`config.mk`:
```
export PLATFORM = sky130hd
export DESIGN_NAME = rs422_test_sequencer
export DESIGN_NICKNAME = d
export VERILOG_FILES = /design/src/rtl/rs422_test_sequencer.sv
export SDC_FILE = /design/constraint.sdc
export NUM_CORES = 1
export LEC_CHECK = 0
export CAP_MARGIN = 20
export CELL_PAD_IN_SITES_DETAIL_PLACEMENT = 2
export CELL_PAD_IN_SITES_GLOBAL_PLACEMENT = 2
export CORE_UTILIZATION = 36
export CTS_BUF_LIST = sky130_fd_sc_hd__clkbuf_2
export DETAILED_ROUTE_END_ITERATION = 10
export HOLD_SLACK_MARGIN = 0.02
export PLACE_DENSITY_LB_ADDON = 0.1
export SYNTH_ARGS = -nofsm -noshare
export SYNTH_HDL_FRONTEND = slang
export SYNTH_SLANG_ARGS = --single-unit
```
`constraint.sdc`:
```
create_clock -name OPB_CLK -period 17 [get_ports OPB_CLK]
set_input_delay 3.4 -clock OPB_CLK [delete_from_list [all_inputs] [get_ports OPB_CLK]]
set_output_delay 3.4 -clock OPB_CLK [all_outputs]
set_load 0.02 [all_outputs]
```
`src/rtl/rs422_test_sequencer.sv`:
```
// Autonomous RS422 loopback test sequencer: programs, starts and polls the test
// register block for a series of patterns and accumulates per-channel results.
module rs422_test_sequencer #(
  parameter logic [31:0] TIMEOUT_CYCLES = 32'd50_000_000,
  parameter logic [31:0] SETTLE_CYCLES  = 32'd17_400
) (
  input  logic        OPB_CLK,
  input  logic        OPB_RST,
  input  logic        SEQ_START,
  input  logic        SEQ_ABORT,
  input  logic [7:0]  SEQ_SEED,
  input  logic [7:0]  SEQ_STEP,
  input  logic [7:0]  SEQ_NUM_PAT,
  input  logic [31:0] SEQ_BYTES,
  output logic [7:0]  M_ADDR,
  output logic [31:0] M_WDATA,
  output logic        M_WE,
  output logic        M_RE,
  input  logic [31:0] M_RDATA,
  output logic        SEQ_BUSY,
  output logic        SEQ_DONE,
  output logic        SEQ_PASS,
  output logic [8:0]  SEQ_FAIL_MASK,
  output logic [31:0] SEQ_ERR_TOTAL,
  output logic [7:0]  SEQ_PAT_IDX,
  output logic        SEQ_TIMEOUT,
  output logic        SEQ_REJECT
);

  localparam logic [7:0]  ADDR_PAT  = 8'h00;
  localparam logic [7:0]  ADDR_CNT  = 8'h01;
  localparam logic [7:0]  ADDR_CTRL = 8'h02;
  localparam logic [7:0]  ADDR_STAT = 8'h03;
  localparam logic [7:0]  ADDR_ERR0 = 8'h0D;
  localparam logic [31:0] CTRL_GO   = 32'd1;
  localparam logic [31:0] CTRL_STOP = 32'd2;
  localparam logic [31:0] CTRL_CLR  = 32'd4;

  typedef enum logic [4:0] {
    S_IDLE, S_WR_PAT, S_WR_CNT, S_WR_CLR, S_GAP, S_WR_GO, S_POLL_RD, S_POLL_CHK,
    S_SETTLE, S_STAT_RD, S_STAT_CHK, S_ERR_RD, S_ERR_CHK, S_NEXT, S_WR_STOP,
    S_STOP_AB, S_FIN
  } state_t;

  state_t      r_state;
  logic [7:0]  r_addr;
  logic [31:0] r_wdata;
  logic        r_we, r_re;
  logic        r_busy, r_done, r_pass, r_tmo_flag, r_reject, r_aborted;
  logic [8:0]  r_mask;
  logic [31:0] r_total;
  logic [7:0]  r_idx, r_pat, r_step, r_num;
  logic [31:0] r_bytes;
  logic [31:0] r_cnt;
  logic [3:0]  r_j;

  logic        w_abort;
  logic        w_last;
  logic [32:0] w_sum;

  // An abort is only taken in a cycle with no access on the bus, so a strobe is never cut short.
  assign w_abort = SEQ_ABORT && (r_state != S_IDLE) && !(r_we || r_re);
  assign w_last  = (r_idx == (r_num - 8'd1));
  assign w_sum   = {1'b0, r_total} + {1'b0, M_RDATA};

  always_ff @(posedge OPB_CLK or posedge OPB_RST) begin
    if (OPB_RST) begin
      r_state    <= S_IDLE;
      r_addr     <= '0;
      r_wdata    <= '0;
      r_we       <= 1'b0;
      r_re       <= 1'b0;
      r_busy     <= 1'b0;
      r_done     <= 1'b0;
      r_pass     <= 1'b0;
      r_tmo_flag <= 1'b0;
      r_reject   <= 1'b0;
      r_aborted  <= 1'b0;
      r_mask     <= '0;
      r_total    <= '0;
      r_idx      <= '0;
      r_pat      <= '0;
      r_step     <= '0;
      r_num      <= '0;
      r_bytes    <= '0;
      r_cnt      <= '0;
      r_j        <= '0;
    end else begin
      // NOTE: strobes and pulses default low with <= so each is exactly one cycle wide;
      // later <= assignments in the same block override these defaults.
      r_we     <= 1'b0;
      r_re     <= 1'b0;
      r_done   <= 1'b0;
      r_reject <= 1'b0;
      if (w_abort) begin
        r_aborted <= 1'b1;
        r_we      <= 1'b1;
        r_addr    <= ADDR_CTRL;
        r_wdata   <= CTRL_STOP;
        r_state   <= S_STOP_AB;
      end else begin
        case (r_state)
          S_IDLE: if (SEQ_START) begin
            if (SEQ_BYTES == 32'd0) begin
              r_reject <= 1'b1;
            end else begin
              r_pat      <= SEQ_SEED;
              r_step     <= SEQ_STEP;
              r_num      <= SEQ_NUM_PAT;
              r_bytes    <= SEQ_BYTES;
              r_mask     <= '0;
              r_total    <= '0;
              r_tmo_flag <= 1'b0;
              r_idx      <= '0;
              r_aborted  <= 1'b0;
              r_pass     <= 1'b0;
              r_busy     <= 1'b1;
              r_we       <= 1'b1;
              r_addr     <= ADDR_PAT;
              r_wdata    <= {24'd0, SEQ_SEED};
              r_state    <= S_WR_PAT;
            end
          end
          S_WR_PAT: begin
            r_we <= 1'b1; r_addr <= ADDR_CNT; r_wdata <= r_bytes;
            r_state <= S_WR_CNT;
          end
          S_WR_CNT: begin
            r_we <= 1'b1; r_addr <= ADDR_CTRL; r_wdata <= CTRL_CLR;
            r_state <= S_WR_CLR;
          end
          S_WR_CLR: begin
            r_cnt   <= 32'd1;
            r_state <= S_GAP;
          end
          S_GAP: begin
            if (r_cnt == 32'd0) begin
              r_we <= 1'b1; r_addr <= ADDR_CTRL; r_wdata <= CTRL_GO;
              r_state <= S_WR_GO;
            end else begin
              r_cnt <= r_cnt - 32'd1;
            end
          end
          S_WR_GO: begin
            r_cnt <= TIMEOUT_CYCLES;
            r_re  <= 1'b1; r_addr <= ADDR_STAT;
            r_state <= S_POLL_RD;
          end
          S_POLL_RD: begin
            if (r_cnt != 32'd0) r_cnt <= r_cnt - 32'd1;
            r_state <= S_POLL_CHK;
          end
          S_POLL_CHK: begin
            if (M_RDATA[0]) begin
              r_cnt   <= SETTLE_CYCLES;
              r_state <= S_SETTLE;
            end else if (r_cnt == 32'd0) begin
              r_we <= 1'b1; r_addr <= ADDR_CTRL; r_wdata <= CTRL_STOP;
              r_state <= S_WR_STOP;
            end else begin
              r_cnt <= r_cnt - 32'd1;
              r_re  <= 1'b1; r_addr <= ADDR_STAT;
              r_state <= S_POLL_RD;
            end
          end
          S_SETTLE: begin
            if (r_cnt <= 32'd1) begin
              r_re <= 1'b1; r_addr <= ADDR_STAT;
              r_state <= S_STAT_RD;
            end else begin
              r_cnt <= r_cnt - 32'd1;
            end
          end
          S_STAT_RD: r_state <= S_STAT_CHK;
          S_STAT_CHK: begin
            r_mask <= r_mask | ~M_RDATA[9:1];
            r_j    <= '0;
            r_re   <= 1'b1; r_addr <= ADDR_ERR0;
            r_state <= S_ERR_RD;
          end
          S_ERR_RD: r_state <= S_ERR_CHK;
          S_ERR_CHK: begin
            r_total <= w_sum[32] ? 32'hFFFF_FFFF : w_sum[31:0];
            if (M_RDATA != 32'd0) r_mask[r_j] <= 1'b1;
            if (r_j == 4'd8) begin
              r_state <= S_NEXT;
            end else begin
              r_j  <= r_j + 4'd1;
              r_re <= 1'b1; r_addr <= ADDR_ERR0 + {4'd0, r_j} + 8'd1;
              r_state <= S_ERR_RD;
            end
          end
          S_NEXT: begin
            if (w_last) begin
              r_we <= 1'b1; r_addr <= ADDR_CTRL; r_wdata <= CTRL_CLR;
              r_state <= S_FIN;
            end else begin
              r_idx   <= r_idx + 8'd1;
              r_pat   <= r_pat + r_step;
              r_we    <= 1'b1; r_addr <= ADDR_PAT; r_wdata <= {24'd0, r_pat + r_step};
              r_state <= S_WR_PAT;
            end
          end
          S_WR_STOP: begin
            r_tmo_flag <= 1'b1;
            r_mask     <= 9'h1FF;
            r_j        <= '0;
            r_re       <= 1'b1; r_addr <= ADDR_ERR0;
            r_state    <= S_ERR_RD;
          end
          S_STOP_AB: begin
            r_we <= 1'b1; r_addr <= ADDR_CTRL; r_wdata <= CTRL_CLR;
            r_state <= S_FIN;
          end
          S_FIN: begin
            r_done  <= 1'b1;
            r_busy  <= 1'b0;
            r_pass  <= (r_mask == 9'd0) && !r_tmo_flag && !r_aborted;
            r_state <= S_IDLE;
          end
          default: r_state <= S_IDLE;
        endcase
      end
    end
  end

  assign M_ADDR        = r_addr;
  assign M_WDATA       = r_wdata;
  assign M_WE          = r_we;
  assign M_RE          = r_re;
  assign SEQ_BUSY      = r_busy;
  assign SEQ_DONE      = r_done;
  assign SEQ_PASS      = r_pass;
  assign SEQ_FAIL_MASK = r_mask;
  assign SEQ_ERR_TOTAL = r_total;
  assign SEQ_PAT_IDX   = r_idx;
  assign SEQ_TIMEOUT   = r_tmo_flag;
  assign SEQ_REJECT    = r_reject;

endmodule

```
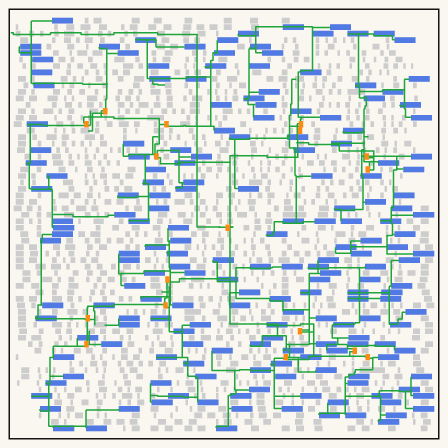
(clock wires, drivers and flops)
[green] clock wires | length: 2860 µm
[orange] clock drivers | count: 17
[blue] flip-flops | count: 191
routed clock nets	18
flops lie	all over the die
clock network power share: 0.092
Power Clock: 244 µW
clock skew: 0.0609 ns
Clock Latency Late Sink: 0.87 ns

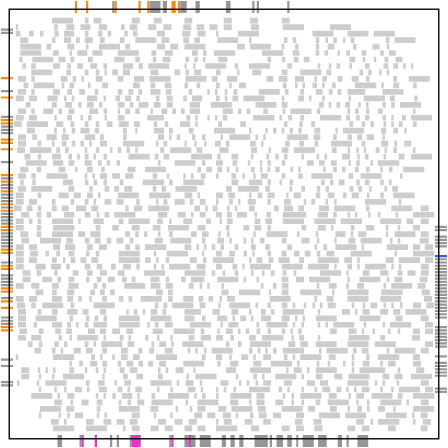
(pin map)
Pins as bars across the die edge, other pins in grey.
colour	port	pins	direction	edge
blue	`OPB_RST`	1	input	right
magenta	`SEQ_PAT_IDX`	8	output	bottom
orange	`SEQ_ERR_TOTAL`	32	output	24 left, 8 top
all pins by edge	61 left, 60 bottom, 41 right, 26 top
chip height: 180 µm
Horiz. Die Dim: 180 µm
I/O Buffers: 184

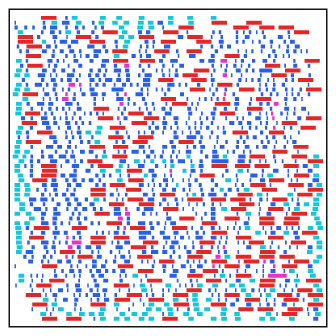
(cells coloured by class)
colour	class	cells
cyan	remaining buffers and delay cells	198
magenta	clock drivers and dummy loads	31
red	sequential cells	191
blue	combinational and other logic	1062
sequential share of cell area: 0.346
post-layout util: 0.447
Rows: 64

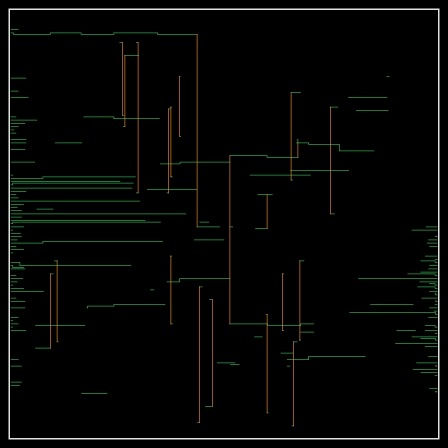
(signal wires by layer)
Two of the layers only.
colour	layer	wire length
green	metal 3	1660 µm
orange	metal 4	797 µm
Vias: 10956
DR WL/cell: 21.7 µm
combined global-route utilization of all metal layers: 0.257
final WL: 40800 µm

==> results.ini <==
[flow_run]
warnings = 35

[yosys]
common_cells = nand2_1, dfrtp_1, a21oi_1
synth-edff-count = 0
avgSynthCellArea_um2 = 8.61
synth_area_um2 = 11400
top_area_frac = 0.419
ys_types = 78
synthXorXnorAreaFrac = 0.0353
ys_sh_simple = 0.218
mux_area_frac = 0.00933
ys_cells = 1324
syn_inst = 1324
area_leaders = dfrtp_1, nand2_1, ha_1
async_flop_share = 1.00

[worst_setup_path]
rr_startpoint = SEQ_ERR_TOTAL[0]
reg2reg_depth = 11
rrSetupSlack_ns = 12.98
worstSetupPathType = input pin to flip-flop
worstPathCellList = clkdlybuf4s50_1 -> ha_1 -> fa_1 -> a21o_1 -> a221oi_1 -> or4_1 -> a211oi_1 -> a21oi_1 -> o21a_1 -> buf_4 -> and2_1 -> a31oi_1
cp.depth = 12
cp-endpoint = SEQ_ERR_TOTAL[31]
cp_max_fo = 19
setup.worst_path.end_class = flip-flop
critPathLaunchType = input pin
crit_start = M_RDATA[0]

[global_routing]
grt_use_met1 = 0.323
grt_pass1_wl_um = 66300
grt.met3_usage = 0.0492
antenna_found_initial = 1
met2_usage = 0.447

[finish]
fillers = 3427
final_area_um2 = 13800
buf_share = 0.141
buffers = 198
flops = 191
drive_gt1_frac = 0.0553

[final_timing]
slew_headroom = 0.292
tightest_slew_ns = 1.06
whs_ns = 0.510
drv_slew = 0
setup_slack_ns = 10.14
final-setup-viol-count = 0
finalClockPeriodUsage = 0.404

[floorplanning]
initial_core_util = 0.370

[placement]
place_ws_ns = 9.23
post_dp_cell_area_um2 = 13600
place_hpwl_um = 29900

[cts]
root_buffer = clkbuf_2
cts_setup_buffers = 0

[route]
wl_met3_um = 1660
drc = 10
highest_layer = met4
wl_met1_um = 18200

[power]
pg_comb_mw = 1.58
seq_power_uw = 825
leakagePower_nw = 5.98
p_seq_frac = 0.312
switchingPower_mw = 1.33
top_power_group = combinational logic

[status]
violations = design-rule violations
status = complete, but fails checks

[min_path]
hold_path_class = flip-flop to flip-flop
holdCritStartpoint = r_cnt[31]

No activity file was given, so power comes from the tool's default toggle rates.
